`config.mk`:
```
export PLATFORM = sky130hd
export DESIGN_NAME = stopwatch_core
export DESIGN_NICKNAME = d
export VERILOG_FILES = /design/src/rtl/stopwatch_core.sv
export SDC_FILE = /design/constraint.sdc
export NUM_CORES = 1
export LEC_CHECK = 0
export CORE_MARGIN = 10
export CORE_UTILIZATION = 32
export CTS_CLUSTER_SIZE = 10
export DETAILED_ROUTE_END_ITERATION = 8
export GPL_ROUTABILITY_DRIVEN = 0
export GPL_TIMING_DRIVEN = 0
export PLACE_DENSITY = 0.5
export SYNTH_ARGS = -nofsm -noshare
export SYNTH_HDL_FRONTEND = slang
export SYNTH_SLANG_ARGS = --single-unit
```
`constraint.sdc`:
```
create_clock -name clk -period 1.5 [get_ports clk]
set_input_delay 0.3 -clock clk [delete_from_list [all_inputs] [get_ports clk]]
set_output_delay 0.3 -clock clk [all_outputs]
set_load 0.02 [all_outputs]
```
`src/rtl/stopwatch_core.sv`:
```
// stopwatch_core: MM:SS BCD stopwatch driven by a 1 Hz square-wave time base.
// The divider output is rising-edge detected in the clk domain; start_stop
// toggles run/pause, clear either clears (when stopped) or toggles a lap freeze
// (when running). The displayed digits are the live count or the frozen lap value.
module stopwatch_core #(
   parameter int MAX_MIN = 59
) (
   input  logic       clk,
   input  logic       rst,
   input  logic       sec_clk,
   input  logic       start_stop,
   input  logic       clear,
   output logic [3:0] disp_m10,
   output logic [3:0] disp_m1,
   output logic [3:0] disp_s10,
   output logic [3:0] disp_s1,
   output logic       running,
   output logic       lap_active,
   output logic       wrap
);

   typedef enum logic [1:0] {
      IDLE  = 2'd0,
      RUN   = 2'd1,
      PAUSE = 2'd2
   } state_t;

   // Minute limit split into BCD digits once at elaboration.
   localparam logic [3:0] MAX_M10 = 4'(MAX_MIN / 10);
   localparam logic [3:0] MAX_M1  = 4'(MAX_MIN % 10);

   state_t     state_r;
   logic       sec_d_r;
   logic       lap_active_r;
   logic       wrap_r;

   logic [3:0] live_m10_r, live_m1_r, live_s10_r, live_s1_r;
   logic [3:0] lap_m10_r,  lap_m1_r,  lap_s10_r,  lap_s1_r;

   logic [3:0] nxt_m10_s, nxt_m1_s, nxt_s10_s, nxt_s1_s;
   logic       at_max_s;
   logic       tick_s;
   logic       inc_s;

   // One-cycle tick on each rising edge of the seconds time base.
   assign tick_s = sec_clk & ~sec_d_r;

   // Counting is gated by the registered state, so a start_stop arriving with
   // a tick in RUN still lets that tick count before pausing.
   assign inc_s = (state_r == RUN) & tick_s;

   // BCD successor of the live count, including rollover at MAX_MIN:59.
   always_comb begin
      nxt_m10_s = live_m10_r;
      nxt_m1_s  = live_m1_r;
      nxt_s10_s = live_s10_r;
      nxt_s1_s  = live_s1_r;
      at_max_s  = (live_m10_r == MAX_M10) && (live_m1_r == MAX_M1) &&
                  (live_s10_r == 4'd5)    && (live_s1_r == 4'd9);
      if (live_s1_r == 4'd9) begin
         nxt_s1_s = 4'd0;
         if (live_s10_r == 4'd5) begin
            nxt_s10_s = 4'd0;
            if (at_max_s) begin
               nxt_m10_s = 4'd0;
               nxt_m1_s  = 4'd0;
            end else if (live_m1_r == 4'd9) begin
               nxt_m1_s  = 4'd0;
               nxt_m10_s = live_m10_r + 4'd1;
            end else begin
               nxt_m1_s  = live_m1_r + 4'd1;
            end
         end else begin
            nxt_s10_s = live_s10_r + 4'd1;
         end
      end else begin
         nxt_s1_s = live_s1_r + 4'd1;
      end
   end

   // Control FSM, live/lap counters, edge-detect register and wrap pulse.
   always_ff @(posedge clk) begin
      if (rst) begin
         state_r      <= IDLE;
         sec_d_r      <= sec_clk;
         lap_active_r <= 1'b0;
         wrap_r       <= 1'b0;
         live_m10_r   <= 4'd0;
         live_m1_r    <= 4'd0;
         live_s10_r   <= 4'd0;
         live_s1_r    <= 4'd0;
         lap_m10_r    <= 4'd0;
         lap_m1_r     <= 4'd0;
         lap_s10_r    <= 4'd0;
         lap_s1_r     <= 4'd0;
      end else begin
         sec_d_r <= sec_clk;
         wrap_r  <= 1'b0;

         if (inc_s) begin
            live_m10_r <= nxt_m10_s;
            live_m1_r  <= nxt_m1_s;
            live_s10_r <= nxt_s10_s;
            live_s1_r  <= nxt_s1_s;
            wrap_r     <= at_max_s;
         end

         case (state_r)
            IDLE: begin
               // clear in IDLE has nothing to do: counters are already zero.
               if (start_stop) begin
                  state_r <= RUN;
               end else begin
                  state_r <= IDLE;
               end
            end
            RUN: begin
               if (start_stop) begin
                  state_r <= PAUSE;
               end else if (clear) begin
                  state_r      <= RUN;
                  lap_active_r <= ~lap_active_r;
                  // Freeze the value shown before this cycle's increment.
                  if (!lap_active_r) begin
                     lap_m10_r <= live_m10_r;
                     lap_m1_r  <= live_m1_r;
                     lap_s10_r <= live_s10_r;
                     lap_s1_r  <= live_s1_r;
                  end
               end else begin
                  state_r <= RUN;
               end
            end
            PAUSE: begin
               if (start_stop) begin
                  state_r <= RUN;
               end else if (clear) begin
                  state_r      <= IDLE;
                  lap_active_r <= 1'b0;
                  live_m10_r   <= 4'd0;
                  live_m1_r    <= 4'd0;
                  live_s10_r   <= 4'd0;
                  live_s1_r    <= 4'd0;
                  lap_m10_r    <= 4'd0;
                  lap_m1_r     <= 4'd0;
                  lap_s10_r    <= 4'd0;
                  lap_s1_r     <= 4'd0;
               end else begin
                  state_r <= PAUSE;
               end
            end
            default: begin
               state_r <= IDLE;
            end
         endcase
      end
   end

   // Display source select: frozen lap value or live count, no added latency.
   always_comb begin
      if (lap_active_r) begin
         disp_m10 = lap_m10_r;
         disp_m1  = lap_m1_r;
         disp_s10 = lap_s10_r;
         disp_s1  = lap_s1_r;
      end else begin
         disp_m10 = live_m10_r;
         disp_m1  = live_m1_r;
         disp_s10 = live_s10_r;
         disp_s1  = live_s1_r;
      end
   end

   assign running    = (state_r == RUN);
   assign lap_active = lap_active_r;
   assign wrap       = wrap_r;

endmodule

```
run_1/port_nets.png
The bar under the picture is 20 microns long.
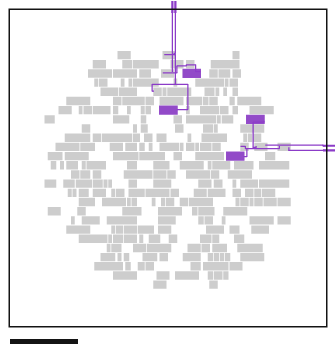
[disp_s1] purple | direction: output | edge: 2 right, 2 top | end cells: 4 | buffers: 4 | wire: 140 microns
Ports: 24
Port Buf Inserts: 23

run_1/wire_density.png
The die is cut into 19 by 19 equal tiles; white is low, dark blue is high, scaled to the fullest tile. Values are wire area over tile area, all layers added.
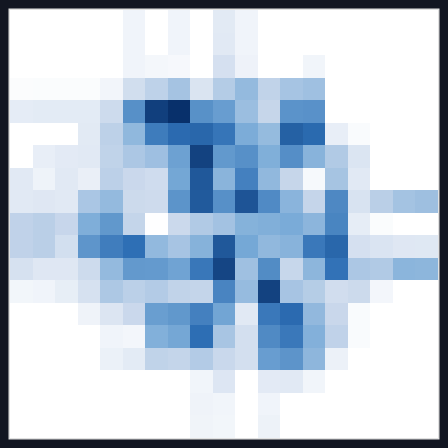
densest ninth of the die: center
fullest tile: 0.41
emptiest ninth of the die: lower left
tiles over half the peak: 16%
mean over tiles: 0.088

run_1/metal_stack.png
Only two layers are drawn.
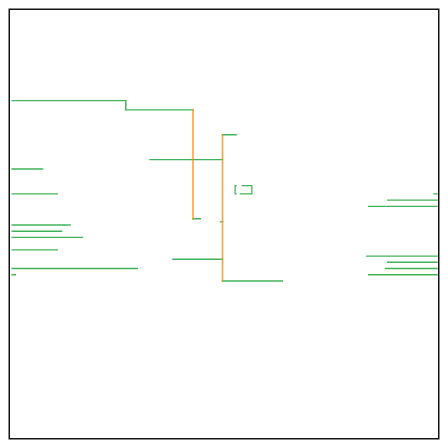
[met4] orange | wire length: 55.8 microns
[met3] green | wire length: 267 microns

run_1/met2.png
The bar under the picture is 20 microns long.
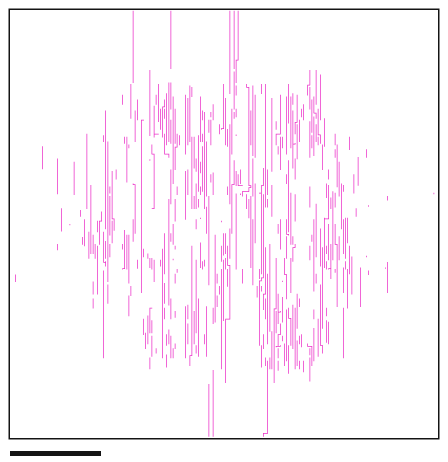
wire length on this layer: 2360 microns
nets with wire on the layer: 222
main direction: vertical
share of all routed wire: 48%

==> flow_summary.toml, run 1 <==
# implementation run metrics
[logic_synthesis]
common_cells = "37 x dfxtp_1, 27 x nor2_1, 17 x a22oi_1"
topCellsByArea = "dfxtp_1 43%, mux2_2 8.4%, a22oi_1 7.4%"
numSynthFlops = 37
synthCells = 189
ff_type = "dfxtp_1"
syn_area_per_cell_sq_um = 9.17
synth_stat.cells = 189
ys_sh_mux_pct = 10.8
synth-simple-area-share_pct = 22.2
top_logic_kind = "simple AND/OR/NAND/NOR gates"
yosys.area_share.aoi_pct = 15.2

[placement]
pre_cts_slack_ns = -0.600
hpwl_mm = 3.11
place_inst = 282

[clock_network]
htree_levels = 2
clkTransAtPathRegs_ns = 0.07
cts_buffers = 5
cts_hold_buf = 0
cts_tree = "built"
clock_sinks = 37
root_buffer = "clkbuf_8"

[cells_and_area]
layout_top_cell = "nor2_1"
clock_area_share_pct = 3.10
layout_top_cells = "27 x nor2_1, 24 x dfxtp_1, 22 x buf_6"
nonClockBufferCount = 54
antenna_cells = 0
largest_class = "multi-input combinational cells"
register_area_sq_um = 772
buf_share_pct = 20.7
final_cells = 311
area_delta_synth_final_pct = 53.9
inverters_excl_clock = 5
final_util_pct = 51.5
nClkBuffers = 6
layout-drive-gt1-share_pct = 45.6
fill_cells = 462

[global_route]
grt_pass1_vias = 1609
grt_overflow_total = 0

[setup_path]
arrival_ns = 1.32
crit_path_end_kind = "output pin"
cp-endpoint = "disp_s1[1]"
critPathMaxStageDelay_ns = 0.41
required_ns = 1.20
worstPathCellList = "clkbuf_16 -> mux2_4 -> buf_6"
rrSetupSlack_ns = -0.10
crit_start = "lap_active"
crit_fanout = 5
reg2regPathDepth = 4
worst_setup_path_start_kind = "flop"
slowest_stage = "dfxtp_4"

[min_path]
hold_depth = 1
min-delay-path-class = "primary input to flop"
hp-start = "sec_clk"

[outcome]
violations = "negative setup slack"
status = "finished, violations left"

[final_timing]
timing.hold.ws_ns = 0.258
worst_pin_slew_ns = 0.628
setup_viol = 23
period_needed_ns = 1.62
slew_headroom_pct = 58.1
slew_violations = 0
setup_slack_ns = -0.120

[detailed_routing]
wire_per_inst_microns = 15.8
ant_nets = 0
drt_iter0_drc = 89
drt-vias-per-instance = 5.18

[die]
fp.dieW_microns = 93.6
core_area_sq_um = 5170
nWellTaps = 70
fp_util_pct = 33.5

[flow_run]
warning_count = 31

[power_and_ir_drop]
ir_drop_uv = 307
report.power.total_w = 0.00184
[run 1: what timing repair did]
action / 4_1_cts / 5_1_grt
buffers inserted: 9 / 11
resized: 161 / 37
cloned: 2 / 0
pin swaps: 10 / 17
endpoints found under the setup margin: 45 / 43
hold endpoints to repair: 0 / 0
[run 1: power by group]
part	leakage (nW)	total (W)	switching, W	internal, W
Clock	0.0450	0.000675	0.000353	0.000322
Combinational	0.691	0.000172	0.0000887	0.0000828
Sequential	0.307	0.000996	0.0000135	0.000982
Total	1.04	0.00184	0.000455	0.00139
[run 1: per-layer routing]
layer / vias up / wire length (microns) / track usage [%]
met5: - / 0 / 0
met4: 0 / 55 / 3.54
met3: 7 / 267 / 4.16
met2: 25 / 2360 / 18.4
met1: 797 / 2220 / 13.3
li1: 781 / - / -
## Run 2: what changed since run 1
--- a/config.mk
+++ b/config.mk
@@ -12,6 +12,7 @@
 export GPL_ROUTABILITY_DRIVEN = 0
 export GPL_TIMING_DRIVEN = 0
 export PLACE_DENSITY = 0.5
+export RECOVER_POWER = 100
 export SYNTH_ARGS = -nofsm -noshare
 export SYNTH_HDL_FRONTEND = slang
 export SYNTH_SLANG_ARGS = --single-unit
run_2/metal_stack.png
Only two layers are drawn.
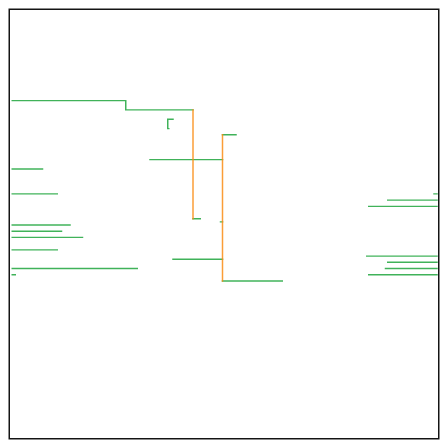
[met3] green | wire length: 262 microns
[met4] orange | wire length: 55.8 microns
Total Routing Usage GR: 11.3%
per-cell routed wire length: 15.8 microns

run_2/final_placement.png
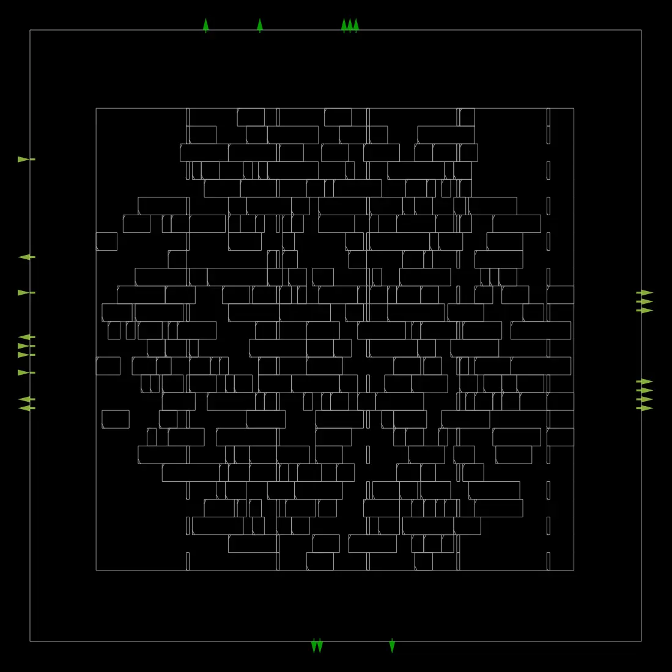
Core Footprint: 5170 sq um
tally of non-filler cells in the final layout: 311
# fillers: 465

==> flow_summary.toml, run 2 <==
# implementation run metrics
[outcome]
status = "finished, violations left"
violations = "negative setup slack"

[die]
fp.dieW_microns = 93.6
nWellTaps = 70
io_pins = 24
fp_util_pct = 33.5

[clock_network]
cts.repair.resized = 161
clkTransAtPathRegs_ns = 0.07
cts_buffers = 5
root_buffer = "clkbuf_8"
htree_levels = 2
clock_sinks = 37
cts_tree = "built"
cts_hold_buf = 0

[cells_and_area]
largest_class = "multi-input combinational cells"
layout-drive-gt1-share_pct = 44.8
inverters_excl_clock = 5
buf_share_pct = 20.7
area_delta_synth_final_pct = 53.1
layout_top_cells = "27 x nor2_1, 24 x dfxtp_1, 22 x buf_6"
clock_area_share_pct = 3.11
layout_top_cell = "nor2_1"
nonClockBufferCount = 54
antenna_cells = 0
nClkBuffers = 6

[logic_synthesis]
common_cells = "37 x dfxtp_1, 27 x nor2_1, 17 x a22oi_1"
topCellsByArea = "dfxtp_1 43%, mux2_2 8.4%, a22oi_1 7.4%"
synth_stat.cells = 189
numSynthFlops = 37
syn_area_per_cell_sq_um = 9.17
top_cell_area_share_pct = 42.7
synthCells = 189

[flow_run]
warning_count = 31

[setup_path]
critPathMaxStageDelay_ns = 0.41
crit_start = "lap_active"
rrSetupSlack_ns = -0.10
slowest_stage = "dfxtp_4"
crit_path_end_kind = "output pin"
required_ns = 1.20
reg2regPathDepth = 4
crit_fanout = 5
cp-endpoint = "disp_s1[1]"
arrival_ns = 1.32

[final_timing]
timing.hold.ws_ns = 0.257
slew_headroom_pct = 59.1
worst_pin_slew_ns = 0.613
slew_violations = 0
setup_slack_ns = -0.116
setup_viol = 36
period_needed_ns = 1.62

[placement]
port_buffers = 23
pre_cts_slack_ns = -0.600
place_inst = 282

[power_and_ir_drop]
ir_drop_uv = 305

[global_route]
met3_usage_pct = 4.16
grt_pass1_vias = 1609
busiest_layer = "met2"
grt_overflow_total = 0

[min_path]
min-delay-path-class = "primary input to flop"
hp-start = "sec_clk"

[detailed_routing]
drt_iter0_drc = 86
drt-vias-per-instance = 5.15
run_2/port_nets.png
The bar under the picture is 20 microns long.
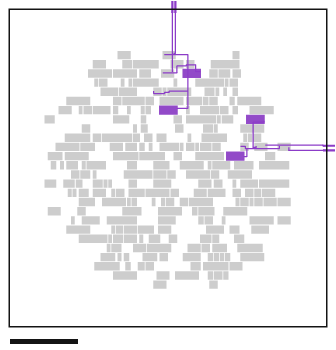
[disp_s1] purple | direction: output | edge: 2 right, 2 top | end cells: 4 | buffers: 4 | wire: 142 microns

run 2: power by group:
part	switching (W)	internal, W	total [W]	leakage (nW)
Combinational	0.0000878	0.0000798	0.000168	0.683
Sequential	0.0000135	0.000984	0.000998	0.307
Clock	0.000353	0.000322	0.000675	0.0450
Total	0.000454	0.00139	0.00184	1.03
run 2: cell families after synthesis:
group                    Yosys count  share of synthesized area [%]
AND-OR/OR-AND                     42                           15.2
multiplexers                      17                           10.8
AND/OR/NAND/NOR                   69                           22.2
buffers and inverters             15                           3.61
flip-flops                        37                           42.7
adder cells (fa/ha/maj)            4                           2.89
XOR/XNOR                           5                           2.53
run 2: metal layers:
layer,routed length (microns),vias up
met3,261,7
met1,2230,791
met5,0,-
met2,2360,23
met4,55,0
li1,-,780
## Run 3: what changed since run 2
--- a/config.mk
+++ b/config.mk
@@ -7,6 +7,7 @@
 export LEC_CHECK = 0
 export CORE_MARGIN = 10
 export CORE_UTILIZATION = 32
+export CTS_BUF_LIST = sky130_fd_sc_hd__clkbuf_8
 export CTS_CLUSTER_SIZE = 10
 export DETAILED_ROUTE_END_ITERATION = 8
 export GPL_ROUTABILITY_DRIVEN = 0
run_3/port_nets.png
The bar under the picture is 20 microns long.
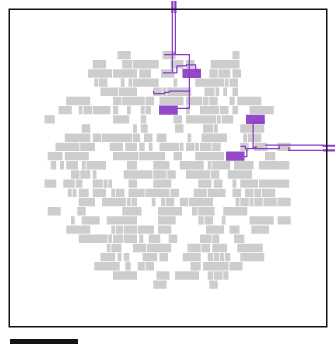
[disp_s1] purple | direction: output | edge: 2 right, 2 top | end cells: 4 | buffers: 4 | wire: 144 microns

run_3/metal_stack.png
Only two layers are drawn.
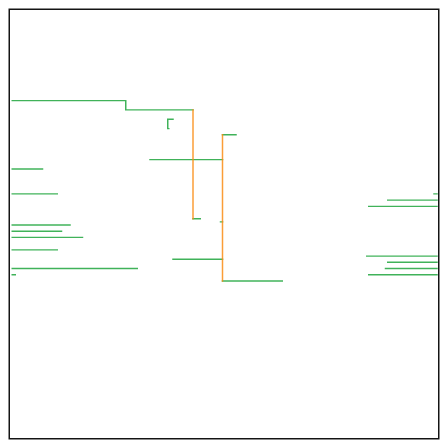
drt total wl: 4.91 mm
via count: 1601
per-cell routed wire length: 15.8 microns

==> flow_summary.toml, run 3 <==
# implementation run metrics
[outcome]
status = "finished, violations left"
violations = "negative setup slack"

[global_route]
grt_overflow_total = 0
grt_pass1_vias = 1609

[logic_synthesis]
numSynthFlops = 37
topCellsByArea = "dfxtp_1 43%, mux2_2 8.4%, a22oi_1 7.4%"
synth_stat.cells = 189
synthCells = 189
common_cells = "37 x dfxtp_1, 27 x nor2_1, 17 x a22oi_1"

[detailed_routing]
wl_met3_microns = 261
highest_layer = "met4"
wl_met1_mm = 2.23
ant_nets = 0
drt_iter0_drc = 87
met2_length_mm = 2.36

[power_and_ir_drop]
seqPwrFrac_pct = 54.4
report.power.total_w = 0.00183
pg_seq_w = 0.000998
maxPowerGroup = "registers"
ir_drop_uv = 305
swShare_pct = 24.8
p_clk_share_pct = 36.5
powerComb_w = 0.000168
combPwrFrac_pct = 9.1
switching_power_w = 0.000455

[placement]
port_buffers = 23
hpwl_mm = 3.11

[min_path]
hold_depth = 1
hp-start = "sec_clk"

[final_timing]
worst_pin_slew_ns = 0.613
setup_slack_ns = -0.117
setup_viol = 36

[setup_path]
crit_start = "lap_active"
arrival_ns = 1.32
critPathMaxStageDelay_ns = 0.41
slowest_stage = "dfxtp_4"
worst_setup_path_start_kind = "flop"
required_ns = 1.20
crit_fanout = 5

[cells_and_area]
inverters_excl_clock = 5
largest_class = "multi-input combinational cells"
layout_top_cells = "27 x nor2_1, 24 x dfxtp_1, 22 x buf_6"
register_area_sq_um = 769
clock_area_share_pct = 3.11
buf_share_pct = 20.7
nClkBuffers = 5
nonClockBufferCount = 54
layout-drive-gt1-share_pct = 44.8
area_delta_synth_final_pct = 53.1

[clock_network]
clock_sinks = 37
cts_tree = "built"
clkTransAtPathRegs_ns = 0.07

[die]
core_area_sq_um = 5170
fp.dieW_microns = 93.6

[flow_run]
warning_count = 31
run_3/final_placement.png
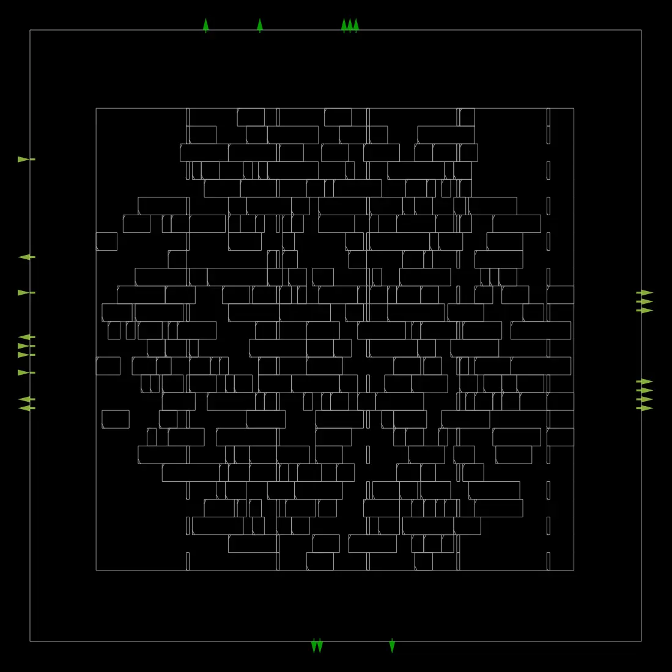
fraction of area in registers: 29.0%
flop count: 37
tap cell count: 70
fin util: 51.3%

## run 3: cell counts after synthesis
Identical to the previous run, type by type.
## run 3: logic make-up after synthesis
family / share of synthesized area (%)
simple gates: 22.2
compound gates: 15.2
flops: 42.7
mux: 10.8
buf+inv: 3.61
xor+xnor: 2.53
fa+ha+maj: 2.89
## run 3: through the flow
stage / instances / utilization [%] / setup TNS [ns] / hold slack (ns)
2_1_floorplan: 189 / - / -0.00426 / 0.328
6_report: 311 / 51.3 / -2.19 / 0.257
5_1_grt: 311 / 51.3 / -5.09 / 0.266
3_5_place_dp: 282 / 40.2 / -20.98 / 0.489
3_3_place_gp: 282 / 40.2 / -19.48 / 0.476
4_1_cts: 300 / 47.6 / -2.28 / 0.256
Power figures rest on the tool's default switching activity, not on a simulated workload.
